==> images/ff_map.png <==
Other sequential cells in the stronger grey, the rest of the logic in the fainter grey.
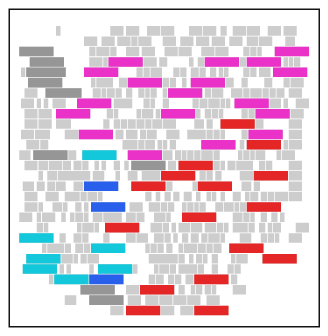
==> images/clock_nets.png <==
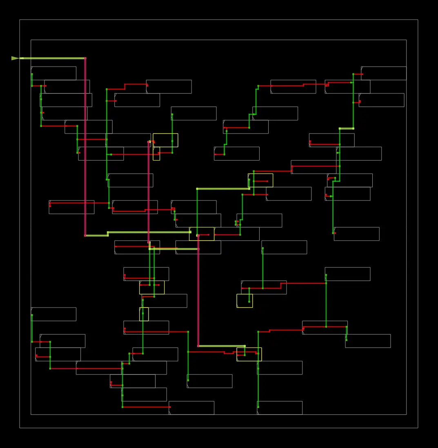
==> images/clock_wires.png <==
Bar = 20 µm.
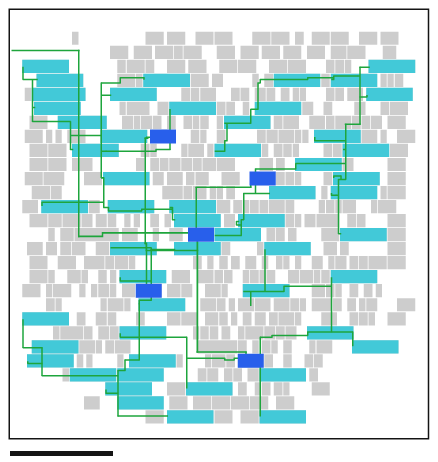
## src/rtl/rh_dma_seq.sv

```systemverilog
// rh_dma_seq: RH11 Unibus DMA word sequencer between the data silo and the Unibus.
// Optional data-late detection is enabled by defining RH_DMA_SEQ_DLT_EN.
module rh_dma_seq #(
   parameter int TIMEOUT = 127
) (
   input  logic        clk,
   input  logic        rst,
   input  logic        devRESET,
   input  logic        rhCLR,
   input  logic        rhGO,
   input  logic        rhDIR,
   input  logic        rhBAI,
   input  logic [15:0] rhWC,
   input  logic [17:0] rhBA,
   input  logic        bufFULL,
   input  logic        bufEMPTY,
   input  logic        drvSTB,
   input  logic        dmaACK,
   output logic        dmaREQ,
   output logic        dmaWR,
   output logic [17:0] dmaADDR,
   output logic        bufPUSH,
   output logic        bufPOP,
   output logic        rhSETNEM,
   output logic        rhSETDLT,
   output logic        rhBUFIR,
   output logic        rhBUFOR,
   output logic        rhBUSY,
   output logic        rhDONE
);
   localparam int CW = (TIMEOUT < 1) ? 1 : $clog2(TIMEOUT + 1);

   typedef enum logic [2:0] {S_IDLE, S_WAIT, S_REQ, S_UPD, S_DONE} state_t;

   state_t        state_q, state_d;
   logic [15:0]   wc_q, wc_d;
   logic [17:0]   ba_q, ba_d;
   logic [CW-1:0] cnt_q, cnt_d;
   logic          dir_q, dir_d;
   logic          req_q, req_d, busy_q, busy_d, done_q, done_d;
   logic          nem_q, nem_d, dlt_q, dlt_d;
   logic          bufir_q, bufir_d, bufor_q, bufor_d;
   logic [1:0]    rst_sync_q;
   logic          rst_int, abort, dlt_hit, ack_hit;

   // Sequencer state leaves reset only on a clean edge after rst rises.
   always_ff @(posedge clk or negedge rst)
      if (!rst) rst_sync_q <= 2'b00;
      else      rst_sync_q <= {rst_sync_q[0], 1'b1};

   assign rst_int = rst_sync_q[1];
   assign abort   = devRESET | rhCLR;

`ifdef RH_DMA_SEQ_DLT_EN
   assign dlt_hit = (state_q != S_IDLE) && (state_q != S_DONE) && drvSTB &&
                    (dir_q ? bufEMPTY : bufFULL);
`else
   logic unused_stb;
   assign unused_stb = drvSTB;
   assign dlt_hit    = 1'b0;
`endif

   assign ack_hit = (state_q == S_REQ) && dmaACK && !abort && !dlt_hit;

   always_comb begin
      state_d = state_q;
      wc_d    = wc_q;
      ba_d    = ba_q;
      dir_d   = dir_q;
      cnt_d   = cnt_q;
      nem_d   = 1'b0;
      dlt_d   = 1'b0;
      bufir_d = ~bufFULL;
      bufor_d = ~bufEMPTY;
      if (abort)
         state_d = S_IDLE;
      else if (dlt_hit) begin
         state_d = S_DONE;
         dlt_d   = 1'b1;
      end else
         case (state_q)
            S_IDLE:
               if (rhGO) begin
                  wc_d    = rhWC;
                  ba_d    = rhBA;
                  dir_d   = rhDIR;
                  state_d = S_WAIT;
               end
            S_WAIT:
               if (dir_q ? !bufFULL : !bufEMPTY) begin
                  cnt_d   = '0;
                  state_d = S_REQ;
               end
            S_REQ:
               if (dmaACK)
                  state_d = S_UPD;
               else if (cnt_q == CW'(TIMEOUT)) begin
                  nem_d   = 1'b1;
                  state_d = S_DONE;
               end else
                  cnt_d = cnt_q + 1'b1;
            S_UPD: begin
               wc_d    = wc_q + 16'd1;
               ba_d    = rhBAI ? ba_q : ba_q + 18'd2;
               state_d = (wc_d == 16'd0) ? S_DONE : S_WAIT;
            end
            S_DONE:  state_d = S_IDLE;
            default: state_d = S_IDLE;
         endcase
      req_d  = state_d == S_REQ;
      busy_d = state_d != S_IDLE;
      done_d = state_d == S_DONE;
   end

   always_ff @(posedge clk or negedge rst_int)
      if (!rst_int) begin
         state_q <= S_IDLE;
         wc_q    <= '0;
         ba_q    <= '0;
         dir_q   <= 1'b0;
         cnt_q   <= '0;
         req_q   <= 1'b0;
         busy_q  <= 1'b0;
         done_q  <= 1'b0;
         nem_q   <= 1'b0;
         dlt_q   <= 1'b0;
      end else begin
         state_q <= state_d;
         wc_q    <= wc_d;
         ba_q    <= ba_d;
         dir_q   <= dir_d;
         cnt_q   <= cnt_d;
         req_q   <= req_d;
         busy_q  <= busy_d;
         done_q  <= done_d;
         nem_q   <= nem_d;
         dlt_q   <= dlt_d;
      end

   // Silo status tracks the raw reset so it updates on the first edge after release.
   always_ff @(posedge clk or negedge rst)
      if (!rst) begin
         bufir_q <= 1'b1;
         bufor_q <= 1'b0;
      end else begin
         bufir_q <= bufir_d;
         bufor_q <= bufor_d;
      end

   assign dmaREQ   = req_q;
   assign dmaWR    = req_q & ~dir_q;
   assign dmaADDR  = ba_q;
   assign bufPUSH  = ack_hit & dir_q;
   assign bufPOP   = ack_hit & ~dir_q;
   assign rhSETNEM = nem_q;
   assign rhSETDLT = dlt_q;
   assign rhBUFIR  = bufir_q;
   assign rhBUFOR  = bufor_q;
   assign rhBUSY   = busy_q;
   assign rhDONE   = done_q;
endmodule

```

## config.mk

```make
export PLATFORM = sky130hd
export DESIGN_NAME = rh_dma_seq
export DESIGN_NICKNAME = d
export VERILOG_FILES = /design/src/rtl/rh_dma_seq.sv
export SDC_FILE = /design/constraint.sdc
export NUM_CORES = 1
export LEC_CHECK = 0
export CAP_MARGIN = 30
export CORE_AREA = 2 2 79 81
export DETAILED_ROUTE_END_ITERATION = 6
export DIE_AREA = 0 0 81 83
export PLACE_DENSITY = 0.84
export REMOVE_ABC_BUFFERS = 1
export SETUP_SLACK_MARGIN = 0.4
export SLEW_MARGIN = 40
export SYNTH_ARGS = -nofsm -noshare
export SYNTH_HDL_FRONTEND = slang
export SYNTH_SLANG_ARGS = --single-unit
```

## constraint.sdc

```tcl
create_clock -name clk -period 2.94 [get_ports clk]
set_input_delay 0.588 -clock clk [delete_from_list [all_inputs] [get_ports clk]]
set_output_delay 0.588 -clock clk [all_outputs]
set_load 0.01 [all_outputs]
```

==> ci_impl_report.md <==
## Synthesis and layout report

| Metric | Value |
|---|---|
| R2R depth | `7` |
| Pre-Place Util | `0.529` |
| Highest fanout seen on the critical path | `3` |
| Antenna diodes | `0` |
| Tightest Pin Transition | `639 ps` |
| Reg2Reg Setup Slack | `680 ps` |
| End of the critical path | `bufPOP` |
| Power Density | `486 mW/mm²` |
| Global Route Usage Sum | `0.238` |
| Layout area overhead | `27.3%` |
| Placed wire-length estimate | `5560 µm` |
| FILL cells | `487` |
| PortBufs | `70` |
| Cell-internal power | `0.00128 W` |
| Yosys warnings | `0` |
| Comb pwr share | `0.257` |
| Clk buf depth | `2` |
| Sw Share | `0.330` |
| Die W | `81 µm` |
| Final Critical Period | `2420 ps` |
| Max-cap violation count | `0` |
| Worst-path cell with the longest stage delay | `clkdlybuf4s50_1` |
| CP max stage delay | `430 ps` |
| Wire length per cell | `15.3 µm` |
| Tool warning count | `26` |
| Rel. slew slack | `0.574` |
| Final period util | `0.823` |
| Outcome | `complete, no violations` |
| Clk_skew | `13.5 ps` |
| Worst-path clk slew | `100 ps` |
| Lkg Pwr | `1.56 nW` |
| Syn avg cell area | `8.45 µm²` |
| Fin. Hold Viols | `0` |
| Worst EP arrival | `1830 ps` |
| CP Cell Sequence | `clkdlybuf4s50_1, nor3_2, nand3b_1, nor3b_1, dlygate4sd2_1` |
| Drt total wl | `7710 µm` |
| I/O pin cnt | `73` |
| GRT Residual Overflow | `0` |
| Tot Pwr | `0.00191 W` |
| Worst setup slack after layout | `519 ps` |
| Vias per cell | `6.07` |
| Synth top area share | `0.423` |
| Maximum number of pins on one net before global-route repair | `59` |
| Critical Path RT | `2350 ps` |
| Critical path type | `primary input to primary output` |
| CTS H-tree depth | `2` |
| Chip area | `0.00672 mm²` |
| Post-route DRC | `0` |
| Crit path launch type | `primary input` |
| Most common reg cell | `dfrtp_1` |
| Vias in the first global route | `2784` |
| Setup bufs post-CTS | `0` |
| Worst r2r src | `wc_q[0]` |
| Seq pwr share | `0.524` |
| Count leader, synth | `dfrtp_1` |
| Setup TNS | `0 ps` |
| Cell taking the most area after synthesis | `dfrtp_1` |
| Synthesized area | `0.00308 mm²` |
| Row cnt | `28` |
| NetSw | `0.000629 W` |
| Worst slack, placed | `184 ps` |
| Die H | `83 µm` |
-- ff_map.png (at the start) --
signal	colour	sequential cells
state_q	blue	3
dmaADDR	magenta	18
wc_q	red	16
cnt_q	cyan	7
Seq. pwr: 0.000998 W
sequential cell area: 0.00133 mm²
fin util: 0.674
sequential cell area share: 0.340

-- clock_nets.png (at the start) --
Clk. pwr: 0.000419 W
clock sinks: 53
Worst-Skew Late Latency: 320 ps

-- clock_wires.png (at the start) --
[clock-net drivers] blue | count: 5
[flip-flops] cyan | count: 53
[clock wires] green | length: 657 µm
routed clock nets	6

-- placed cells by master (no fill, tap or decap), drive strengths merged, types with 2 or more instances in the layout --
cell            n
a31oi           4
ha              3
nand2          45
and3            6
a2bb2oi         2
or3             7
xnor2           5
o22ai           9
clkbuf          6
a22oi           2
dfrtp          52
mux2i           4
nand3          27
nor4b           2
mux2            2
clkdlybuf4s50  68
nand4           5
a21oi          50
nor3            8
o21ai          32
conb            2
nor4            2
xor2            5
o32ai           3
inv             9
dlygate4sd2     2
o21bai          3
nor2b           2
or4             2
a32oi           2
nor2           30
buf             8
nand2b          2
a21o            2
-- through the flow --
step / hold slack (ps) / area [µm²] / cells / util
after CTS: 372 / 3910 / 503 / 0.673
after floorplan: 292 / 2960 / 342 / -
after detailed placement: 344 / 3820 / 495 / 0.657
final: 351 / 3920 / 503 / 0.674
after global placement: 333 / 3820 / 495 / 0.657
after global routing: 382 / 3920 / 503 / 0.674
-- cell type report --
class | count | share of cell area
clock buffers | 6 | 0.0185
clock inverters | 2 | 0.00351
inverters | 8 | 0.00767
multi-input cells | 281 | 0.413
flip-flops and latches | 53 | 0.340
well taps | 75 | 0.0240
repair buffers | 78 | 0.194
-- critical path, delay by kind of cell --
kind / cells / cell delay, ps
buffers and inverters: 2 / 720
AND/OR/NAND/NOR: 3 / 520
-- state kept, by name, indices dropped and copies added, names as in the netlist --
signal / count
dmaREQ: 1
rhDONE: 1
cnt_q: 7
dmaADDR: 18
rhSETNEM: 1
state_q: 3
rhBUSY: 1
rst_sync_q: 2
dir_q: 1
rhBUFIR: 1
rhBUFOR: 1
wc_q: 16
-- logic make-up (layout without fill, tap and decap cells) --
logic type,count (synthesis),in the layout,synth area share
other cells,2,2,0.00244
compound gates,117,117,0.224
buf+inv,30,94,0.0484
xor+xnor,10,10,0.0285
mux,6,6,0.0203
flops,53,53,0.431
fa+ha+maj,3,3,0.0122
simple gates,143,143,0.233
-- metal layers --
| layer | global-route usage | share of wire |
|---|---|---|
| met5 | 0 | 0 |
| met1 | 0.314 | 0.41 |
| met4 | 0.0832 | 0.024 |
| met2 | 0.382 | 0.50 |
| met3 | 0.0522 | 0.068 |
-- power groups by stage --
stage	logic (W)	registers [W]	clock network [W]
floorplan	0.000235	0.000998	0
global placement	0.000469	0.00100	0
detailed placement	0.000487	0.00101	0
CTS	0.000489	0.000995	0.000427
global route	0.000539	0.00102	0.000463
finish	0.000489	0.000998	0.000419
-- worst min-delay path by stage --
stage | slack [ps] | cells past startpoint | end
final | 350 | 0 | dmaADDR[8]
after CTS | 370 | 0 | rst_sync_q[1]
after global placement | 330 | 0 | rst_sync_q[1]
after global routing | 380 | 0 | rst_sync_q[1]
after detailed placement | 340 | 0 | rst_sync_q[1]
after floorplan | 290 | 0 | rhBUFOR
-- repair_timing --
action,in CTS,in global routing
gates resized,3,1
pin swaps,0,0
endpoints found under the hold margin,0,0
endpoints found under the setup margin,2,2
hold buffers,0,0
No activity file was given, so power comes from the tool's default toggle rates.
